===== config.mk =====
export PLATFORM = sky130hd
export DESIGN_NAME = prog_loader
export DESIGN_NICKNAME = d
export VERILOG_FILES = /design/src/rtl/bali_loader_pkg.sv /design/src/rtl/loader_timeout.sv /design/src/rtl/prog_loader.sv
export SDC_FILE = /design/constraint.sdc
export NUM_CORES = 1
export LEC_CHECK = 0
export CAP_MARGIN = 20
export CORE_MARGIN = 10
export CORE_UTILIZATION = 55
export CTS_CLUSTER_DIAMETER = 120
export DETAILED_ROUTE_END_ITERATION = 10
export GPL_ROUTABILITY_DRIVEN = 0
export HOLD_SLACK_MARGIN = 0.12
export PLACE_DENSITY_LB_ADDON = 0.1
export SLEW_MARGIN = 20
export SYNTH_ARGS = -nofsm -noshare
export SYNTH_HDL_FRONTEND = slang
export SYNTH_SLANG_ARGS = --single-unit

===== constraint.sdc =====
create_clock -name clk -period 3 [get_ports clk]
set_input_delay 0.9 -clock clk [delete_from_list [all_inputs] [get_ports clk]]
set_output_delay 0.9 -clock clk [all_outputs]
set_load 0.02 [all_outputs]

===== src/rtl/bali_loader_pkg.sv =====
// Shared types and constants for the boot-time program loader.
// The state enum is also exported on the loader's debug port.
package bali_loader_pkg;

  typedef enum logic [2:0] {
    IDLE   = 3'd0,
    SYNC   = 3'd1,
    LEN_HI = 3'd2,
    LEN_LO = 3'd3,
    DATA   = 3'd4,
    CHK    = 3'd5,
    DONE   = 3'd6,
    ERROR  = 3'd7
  } state_t;

  localparam logic [1:0] ERR_NONE    = 2'd0;
  localparam logic [1:0] ERR_LEN     = 2'd1;
  localparam logic [1:0] ERR_CSUM    = 2'd2;
  localparam logic [1:0] ERR_TIMEOUT = 2'd3;

  localparam logic [7:0] DEFAULT_SYNC_BYTE = 8'hCA;

endpackage


===== src/rtl/loader_timeout.sv =====
// Inter-byte idle watchdog: reloads on i_load and counts down while enabled.
// o_expired flags the cycle in which TIMEOUT idle cycles have elapsed.
module loader_timeout #(
  parameter int unsigned TIMEOUT = 1000000
) (
  input  logic clk,
  input  logic rst_n,
  input  logic i_load,
  input  logic i_en,
  output logic o_expired
);

  localparam int CW = (TIMEOUT > 1) ? $clog2(TIMEOUT) : 1;
  localparam logic [CW-1:0] LOAD_V = (TIMEOUT > 0) ? CW'(TIMEOUT - 1) : '0;

  logic [CW-1:0] r_cnt;

  // Reload wins over the countdown so a byte arriving on the expiry cycle restarts the window.
  always_ff @(posedge clk or negedge rst_n) begin
    if (!rst_n) begin
      r_cnt <= '0;
    end else if (i_load) begin
      r_cnt <= LOAD_V;
    end else if (i_en && (r_cnt != '0)) begin
      r_cnt <= r_cnt - 1'b1;
    end
  end

  assign o_expired = (TIMEOUT > 0) && i_en && (r_cnt == '0);

endmodule


===== src/rtl/prog_loader.sv =====
// Boot loader: parses SYNC/LEN/DATA/XOR frames from a byte stream, writes
// program memory and releases the CPU only after a verified image.
module prog_loader
  import bali_loader_pkg::*;
#(
  parameter int unsigned SIZE      = 65536,
  parameter logic [7:0]  SYNC_BYTE = DEFAULT_SYNC_BYTE,
  parameter int unsigned TIMEOUT   = 1000000
) (
  input  logic        clk,
  input  logic        rst_n,
  input  logic        start,
  input  logic        rx_valid,
  input  logic [7:0]  rx_data,
  output logic        rx_ready,
  output logic        mem_write,
  output logic [15:0] mem_addr,
  output logic [7:0]  mem_data,
  output logic        cpu_run,
  output logic        busy,
  output logic        done,
  output logic        error,
  output logic [1:0]  err_code,
  output logic [15:0] load_count,
  output state_t      dbg_state
);

  localparam logic [16:0] SIZE17 = 17'(SIZE);

  state_t      r_state;
  logic [15:0] r_len;
  logic [7:0]  r_csum;
  logic        r_mem_write;
  logic [15:0] r_mem_addr;
  logic [7:0]  r_mem_data;
  logic        r_cpu_run;
  logic        r_done;
  logic        r_error;
  logic [1:0]  r_err_code;
  logic [15:0] r_load_count;

  logic        w_rx_ready;
  logic        w_accept;
  logic        w_timer_en;
  logic        w_expired;
  logic [15:0] w_len_next;
  logic        w_last;

  // Handshake: a byte transfers on every clock edge where rx_valid && rx_ready;
  // rx_ready depends only on the registered state, never on rx_valid.
  assign w_rx_ready = (r_state == SYNC) || (r_state == LEN_HI) || (r_state == LEN_LO) ||
                      (r_state == DATA) || (r_state == CHK);
  assign w_accept   = rx_valid && w_rx_ready;
  assign w_timer_en = w_rx_ready && (r_state != SYNC);
  assign w_len_next = {r_len[15:8], rx_data};
  assign w_last     = ({1'b0, r_load_count} + 17'd1) == {1'b0, r_len};

  loader_timeout #(.TIMEOUT(TIMEOUT)) u_timeout (
    .clk       (clk),
    .rst_n     (rst_n),
    .i_load    (w_accept || !w_timer_en),
    .i_en      (w_timer_en),
    .o_expired (w_expired)
  );

  always_ff @(posedge clk or negedge rst_n) begin
    if (!rst_n) begin
      r_state      <= IDLE;
      r_len        <= '0;
      r_csum       <= '0;
      r_mem_write  <= 1'b0;
      r_mem_addr   <= '0;
      r_mem_data   <= '0;
      r_cpu_run    <= 1'b0;
      r_done       <= 1'b0;
      r_error      <= 1'b0;
      r_err_code   <= ERR_NONE;
      r_load_count <= '0;
    end else begin
      r_mem_write <= 1'b0;
      case (r_state)
        IDLE, DONE, ERROR: begin
          if (start) begin
            r_state      <= SYNC;
            r_done       <= 1'b0;
            r_error      <= 1'b0;
            r_err_code   <= ERR_NONE;
            r_load_count <= '0;
            r_csum       <= '0;
            r_cpu_run    <= 1'b0;
          end
        end
        SYNC: begin
          if (w_accept && (rx_data == SYNC_BYTE)) r_state <= LEN_HI;
        end
        default: begin
          if (w_accept) begin
            case (r_state)
              LEN_HI: begin
                r_len[15:8] <= rx_data;
                r_state     <= LEN_LO;
              end
              LEN_LO: begin
                r_len[7:0] <= rx_data;
                if ({1'b0, w_len_next} > SIZE17) begin
                  r_state    <= ERROR;
                  r_error    <= 1'b1;
                  r_err_code <= ERR_LEN;
                end else if (w_len_next == 16'd0) begin
                  r_state <= CHK;
                end else begin
                  r_state <= DATA;
                end
              end
              DATA: begin
                r_mem_write  <= 1'b1;
                r_mem_addr   <= r_load_count;
                r_mem_data   <= rx_data;
                r_load_count <= r_load_count + 16'd1;
                r_csum       <= r_csum ^ rx_data;
                if (w_last) r_state <= CHK;
              end
              CHK: begin
                if (rx_data == r_csum) begin
                  r_state   <= DONE;
                  r_done    <= 1'b1;
                  r_cpu_run <= 1'b1;
                end else begin
                  r_state    <= ERROR;
                  r_error    <= 1'b1;
                  r_err_code <= ERR_CSUM;
                end
              end
              default: ;
            endcase
          end else if (w_expired) begin
            r_state    <= ERROR;
            r_error    <= 1'b1;
            r_err_code <= ERR_TIMEOUT;
          end
        end
      endcase
    end
  end

  assign rx_ready   = w_rx_ready;
  assign busy       = w_rx_ready;
  assign mem_write  = r_mem_write;
  assign mem_addr   = r_mem_addr;
  assign mem_data   = r_mem_data;
  assign cpu_run    = r_cpu_run;
  assign done       = r_done;
  assign error      = r_error;
  assign err_code   = r_err_code;
  assign load_count = r_load_count;
  assign dbg_state  = r_state;

endmodule


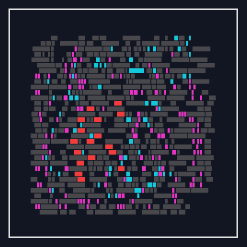
*Logic cells by family, run 1*
Drawn at 2 px/micron.
[NOR gates] cyan | cells: 61 | most used: nor2_1
[NAND gates] magenta | cells: 130 | most used: nand2_1
[multiplexers] red | cells: 17 | most used: mux2_2
Final Non-Filler Cells: 694
Comb/total area: 0.401

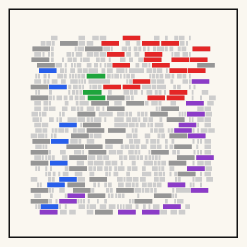
*Sequential cells grouped by signal name, run 1*
Drawn at 2 px/micron.
[r_csum] blue | placed flops: 8
[dbg_state] green | placed flops: 3
[mem_addr] purple | placed flops: 16
[u_timeout.r_cnt] red | placed flops: 20
not coloured: 45
Seq/total area: 0.401
P_seq: 1.84 mW
Util after Layout: 0.689
Register Area: 0.00230 sq mm

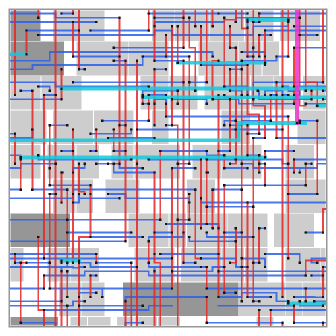
*A small window of the routed layout, run 1*
Region (44, 21) to (69, 46) microns. Cells in grey, sequential cells in the stronger grey; small squares are vias.
[met4] magenta
[met2] red
[met3] cyan
[met1] blue
sequential cells in the window: 2
most frequent: o21ai_0 (6), xnor2_1 (6), nor2_1 (4)
cells with their middle in the window: 57
netlist names of flops here include: load_count (2)

==> impl_metrics.yaml, run 1 <==
# yosys + openroad results
status:
  status: "completed"
timing:
  setup_tns_ns: 0
  hold_slack_ns: 0.481
min_path:
  whs_path_depth: 2
  hold_path_end: "mem_addr[0]"
power:
  pg_comb_mw: 1.58
  maxPowerGroup: "sequential cells"
  power.density_mw_per_mm2: 742
floorplanning:
  die_h_microns: 113
  tapCellCount: 105
  fp-row-count: 33
synthesis:
  edf_count: 0
  syn-num-nets: 543
  compound_area_frac: 0.138
  synth-simple-area-share: 0.232
  ys.flop_type: "dfrtp_1"
  synthTopCellsByCount: "100 x nand2_1, 92 x dfrtp_1, 59 x o21ai_0"
  ys_ff: 92
  top_cell_area_share: 0.481
route:
  dr_wl_met3_microns: 720
  wl_met1_mm: 5.20
  wl_met2_mm: 5.31
  drt-initial-drc-count: 240
  dr.pass1.iters: 5
setup_path:
  cp.depth: 3
  worstSetupPathType: "reg -> out"
  reg2reg_depth: 7
  r2r-start: "u_timeout.r_cnt[6]"
  path_max_fanout: 16
clock_network:
  cts_tree: "built"
  ctsResizeCount: 2
final_layout:
  final_cell_mix: "100 x nand2_1, 90 x dfrtp_1, 61 x clkdlybuf4s50_1"
  largest_class: "sequential cells"
  comb_area_sq_mm: 0.00230
grt:
  grt_pass1_wl_mm: 19.1
  grtUsageMet3: 0.0481
placement:
  hpwl_mm: 8.04
### Ports around the boundary, run 1

Drawn at 4 px/micron. Pins as bars across the die edge, other pins in grey.
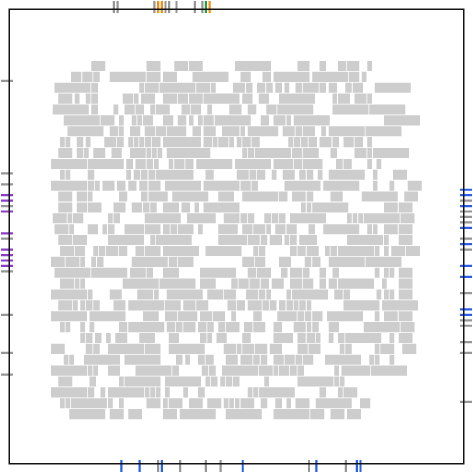

==> run 2: changes to the inputs <==
--- a/config.mk
+++ b/config.mk
@@ -6,8 +6,9 @@
 export NUM_CORES = 1
 export LEC_CHECK = 0
 export CAP_MARGIN = 20
+export CORE_ASPECT_RATIO = 1.2
 export CORE_MARGIN = 10
-export CORE_UTILIZATION = 55
+export CORE_UTILIZATION = 35
 export CTS_CLUSTER_DIAMETER = 120
 export DETAILED_ROUTE_END_ITERATION = 10
 export GPL_ROUTABILITY_DRIVEN = 0
==> constraint.sdc (replaced) <==
create_clock -name clk -period 3.4 [get_ports clk]
set_input_delay 1.02 -clock clk [delete_from_list [all_inputs] [get_ports clk]]
set_output_delay 1.02 -clock clk [all_outputs]
set_load 0.02 [all_outputs]
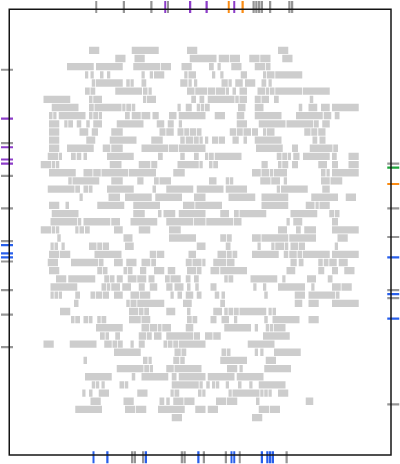
*Ports around the boundary, run 2*
Drawn at 3 px/micron. Pins as bars across the die edge, other pins in grey.
[dbg_state] orange | pins: 3 | direction: output | edge: 2 north, 1 east
[done] green | pins: 1 | direction: output | edge: east
[mem_addr] blue | pins: 16 | direction: output | edge: 10 south, 3 west, 3 east
[rx_data] purple | pins: 8 | direction: input | edge: 4 west, 4 north
all pins by edge: 19 south, 17 north, 16 west, 11 east

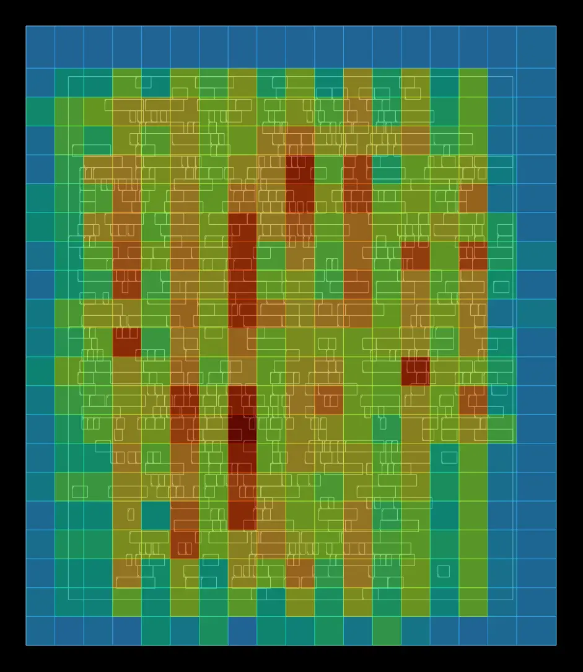
*Congestion heat map, run 2*
GRT Total Usage: 0.140
Util after Layout: 0.444
WL/cell: 17.2 microns
GR Util met1: 0.172

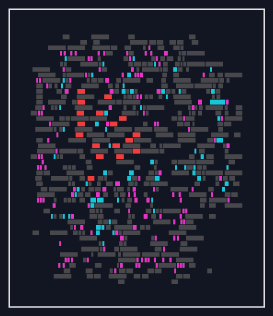
*Logic cells by family, run 2*
Drawn at 2 px/micron.
[NAND gates] magenta | cells: 130 | most used: nand2_1
[multiplexers] red | cells: 17 | most used: mux2_2
[NOR gates] cyan | cells: 61 | most used: nor2_1

==> run 2 against run 1 <==
Against the previous run: non-clock buffer count decreased by 1; area after synthesis unchanged; highest routed layer unchanged; count of clock-buffer cells in the layout decreased by 1; total power decreased by 5.9%; combinational power decreased by 13%; critical path type unchanged; critical path depth unchanged; largest power group unchanged.
==> impl_metrics.yaml, run 2 <==
# yosys + openroad results
route:
  wl_met1_mm: 5.97
  dr_wl_met3_microns: 482
  drt-initial-drc-count: 218
grt:
  grtUsageMet3: 0.0349
setup_path:
  path_max_fanout: 16
  cp.depth: 3
  worstSetupPathType: "reg -> out"
  r2r-start: "u_timeout.r_cnt[4]"
power:
  maxPowerGroup: "sequential cells"
  power.density_mw_per_mm2: 680
placement:
  hpwl_mm: 9.19
floorplanning:
  die_h_microns: 148
timing:
  hold_slack_ns: 0.474
final_layout:
  instances_no_fill: 756
status:
  status: "completed"
synthesis:
  syn-num-nets: 543
  compound_area_frac: 0.138
  synthTopCellsByCount: "100 x nand2_1, 92 x dfrtp_1, 59 x o21ai_0"
  ys.flop_type: "dfrtp_1"
  edf_count: 0
  synth-simple-area-share: 0.232
Power and IR drop assume default switching activity.
